**Signal wires on met1**

The bar under the picture is 20 um long. Supply wires on this layer in gray.
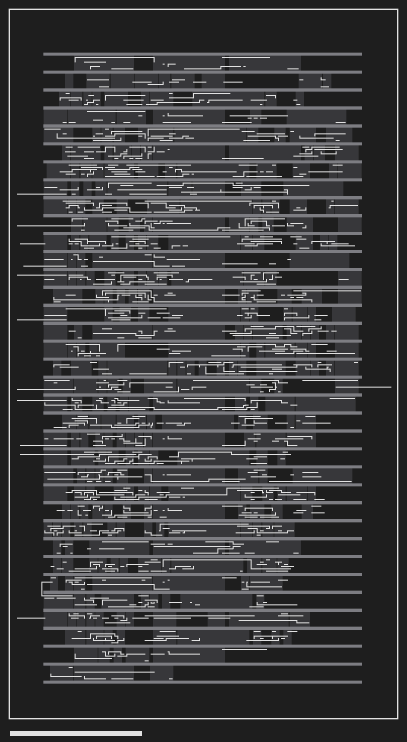
**Met2 routing**

The bar under the picture is 20 um long.
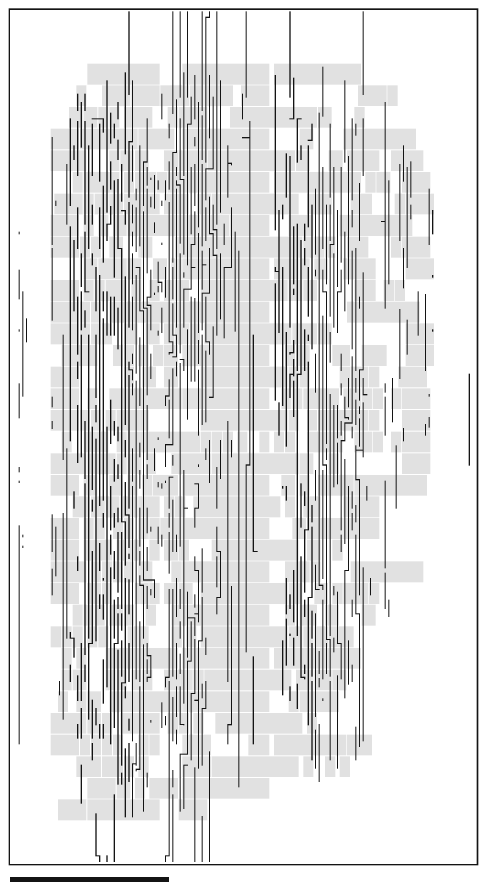
==> config.mk <==
export PLATFORM = sky130hd
export DESIGN_NAME = unidade_busca
export DESIGN_NICKNAME = d
export VERILOG_FILES = /design/src/rtl/unidade_busca.sv
export SDC_FILE = /design/constraint.sdc
export NUM_CORES = 1
export LEC_CHECK = 0
export ABC_AREA = 1
export CAP_MARGIN = 30
export CORE_ASPECT_RATIO = 2
export CORE_MARGIN = 5
export CORE_UTILIZATION = 57
export CTS_CLUSTER_DIAMETER = 30
export DETAILED_ROUTE_END_ITERATION = 10
export PLACE_DENSITY = 0.85
export SLEW_MARGIN = 5
export SYNTH_ARGS = -nofsm -noshare
export SYNTH_HDL_FRONTEND = slang
export SYNTH_SLANG_ARGS = --single-unit
==> constraint.sdc <==
create_clock -name Clock -period 4.45 [get_ports Clock]
set_input_delay 0.6675 -clock Clock [delete_from_list [all_inputs] [get_ports Clock]]
set_output_delay 0.6675 -clock Clock [all_outputs]
set_load 0.05 [all_outputs]
==> results.txt <==
The run has ended; figures from its reports follow.

The total of max-cap violations is 0. The number of flops mapped to enable cells by yosys is 32. The worst setup path is of the reg -> out kind. The sequential area share after synthesis came out at 0.486. The library cell appearing most often on the critical path is inv_2. The pin count of the biggest net entering global routing came out at 21.

TritonCTS built the clock tree. The critical path's slowest stage uses the library cell clkdlybuf4s50_1. According to the CTS report, the clock sink count is 46. In this run the number of H-tree levels came out at 2.

The clock insertion delay at the later pin of the skew report is 0.31 ns. The number of global-route vias before repair came out at 2318. The count of tool warnings came out at 30. The synthesized-area fraction occupied by xor and xnor cells came out at 0.0227.

The part of the cycle the worst path needs came out at 0.703. Once detail routing completed, the nets flagged for antenna violations numbered 0. The count of unique library cells instantiated by Yosys is 32. The vertical extent of the die is 107 um. The number of antenna violations at the first check in global routing came out at 0. The post-cts sizing count came out at 0.

The actual slew at the worst max-slew pin came out at 0.735 ns. Per the final report, max-transition violations number 0. After layout, the minimum clock period comes to ~3.1 ns. The detailed-router iteration count before antenna repair came out at 5. Setup slack closes at between 1 and 1.5 ns.

The synthesized flop and latch total is 46. The number of buffers between clock root and the deepest sink is 2. The synthesized netlist cell count came out at 311. The fraction of the core area occupied by cells at floorplan came out at 0.587. The total of hold buffers inserted after clock tree synthesis is 0. The area fraction in full adders, half adders and majority gates came out at 0.0677. The cell family contributing the most delay on the critical path is buffers and inverters. The CTS buffer count is 5.

The remaining design rule violation count is 0. The fraction of registers with async set/reset came out at 0.304. Setup repair after global routing left no endpoint under its margin. The required arrival time at the worst endpoint is 3.78 ns. The classification of the worst-slack hold path is reg -> reg.

The cell chosen for the clock root is clkbuf_8. The number of antenna diodes in the final layout is 0. The final core utilization is 0.715. The delay contributed by the slowest stage of the critical path came out at 0.79 ns. The die footprint is 0.00630 mm^2. The and-or/or-and share of the synthesized area is 0.123. The leakage component of the power was reported as ~0.0014 uW. The number of flip-flops in the largest register came out at 32. The most common logic cells in the final layout are nand2_1, clkdlybuf4s50_1, inv_1. Per the post-place timing report, worst setup slack is 1.47 ns. The area reported by Yosys stat came out at about 0.0027 mm^2. Between clock sinks in the finished design, the worst skew comes to 0.00645 ns. The global routing report lists combined usage of all routing layers as 0.222. The data arrival time reported for the critical path is 2.46 ns. The area growth from synthesis to final layout came out at 21.7%. The number of cell instances after yosys synthesis came out at 311. The count of port buffers added during placement came out at 46.

The final global-route overflow total is 0. Of the total synthesized cell area, the portion taken by AND, OR, NAND and NOR gates is 0.216. The worst pin sits at a relative slew slack of 0.508. The number of cells on the critical path came out at 5. The final timing report counts setup violations totalling 0. The mean area per synthesized cell is between 8 and 9 um^2.

The main area contributors are edfxtp_1, dfrtp_1, nand2_1, ha_1, inv_1. The register-to-register setup slack came out at 1.89 ns. The yosys warning tally is 0. The count of buffering cells on the critical path with inverters included is 3. The report lists the power per cell area as 709 mW/mm^2. The worst-case reg-to-reg path depth is 5. The fmax is 0.320 GHz. Of all nets on the critical path, the largest fanout is 20. Of all cell types, the one taking the most synthesized area is edfxtp_1. The number of placement rows came out at 35. The final routed wire length divided by cell count came out at about 16 um. The accumulated negative setup slack came out at 0 ns. The most instantiated flip-flop cell in the synthesis netlist is edfxtp_1. The core region is 0.00460 mm^2.

The worst setup path is captured at a primary output. The multiplexer area fraction after synthesis is 0. The number of cells on the worst hold path is 2. Counting only logic cells after layout, the most numerous master is nand2_1. Listed in order, past its start point the critical path passes inv_2 > ha_1 > nand2_2 > inv_2 > clkdlybuf4s50_1. The detailed-route vias per instance came out at between 5 and 6. The flow ran to the end, and the final reports show no timing, DRC or antenna violations.
-- 'signal wires on met1' (at the start) --
main direction: horizontal
wire length on this layer: 2320 um
longest straight run: 23.9 um
nets with wire on the layer: 351
number of vias in the routed layout: 2264
GR met1 Demand/Resource: 0.212
final routed wirelength across all metal layers: 6.66 mm

-- 'met2 routing' (at the start) --
main direction: vertical
wire length on this layer: 3820 um
nets with wire on the layer: 322
met2 usage in global routing: 0.426

## stage by stage
step | std cells | power (uW) | instance area (um^2)
6_report | 413 | 2330 | 3290
5_1_grt | 413 | 2460 | 3290
4_1_cts | 413 | 2330 | 3290
3_5_place_dp | 405 | 2020 | 3180
3_3_place_gp | 405 | 2000 | 3180
2_1_floorplan | 311 | 1630 | 2700
## tightest hold or removal path, cell delays in order, from the launching register on
cell and delay (ns):
dfrtp_1 0.35, inv_1 0.05, o31ai_1 0.05
## synth_stat cells, types with 4 or more instances
cell type  instances
edfxtp_1          32
o22ai_1            4
nand2_1           73
nor2_1            28
xnor2_1            4
nand3_1           21
buf_2              5
inv_1             39
o221ai_1           4
a21oi_1           12
ha_1              13
o21ai_0           28
dfrtp_1           14
inv_2              6
## report_power, final
part	switching [uW]	internal, uW	leakage [uW]	total [uW]
combinational	903	438	0.000934	1340
sequential	103	577	0.000457	680
clock	143	168	0.0000514	311
total	1150	1180	0.00144	2330
## layout make-up
type | count | area, um^2
flip-flops and latches | 46 | 1310
fillers | 358 | 1310
multi-input cells | 212 | 1160
repair buffers | 46 | 460
inverters | 46 | 175
clock buffers | 6 | 72.6
well taps | 55 | 68.8
clock inverters | 2 | 37.5
## kinds of logic after synthesis
group | after synthesis
AND/OR/NAND/NOR | 134
adder cells (fa/ha/maj) | 14
AND-OR/OR-AND | 57
flip-flops | 46
buffers and inverters | 53
XOR/XNOR | 7
## per-layer routing
metal | vias up | part of all wire | global-route usage
met4 | 0 | 0.038 | 0.139
li1 | 1118 | - | -
met5 | - | 0 | 0
met3 | 18 | 0.041 | 0.0204
met2 | 99 | 0.57 | 0.426
met1 | 1029 | 0.35 | 0.212
No activity file was given, so power comes from the tool's default toggle rates.
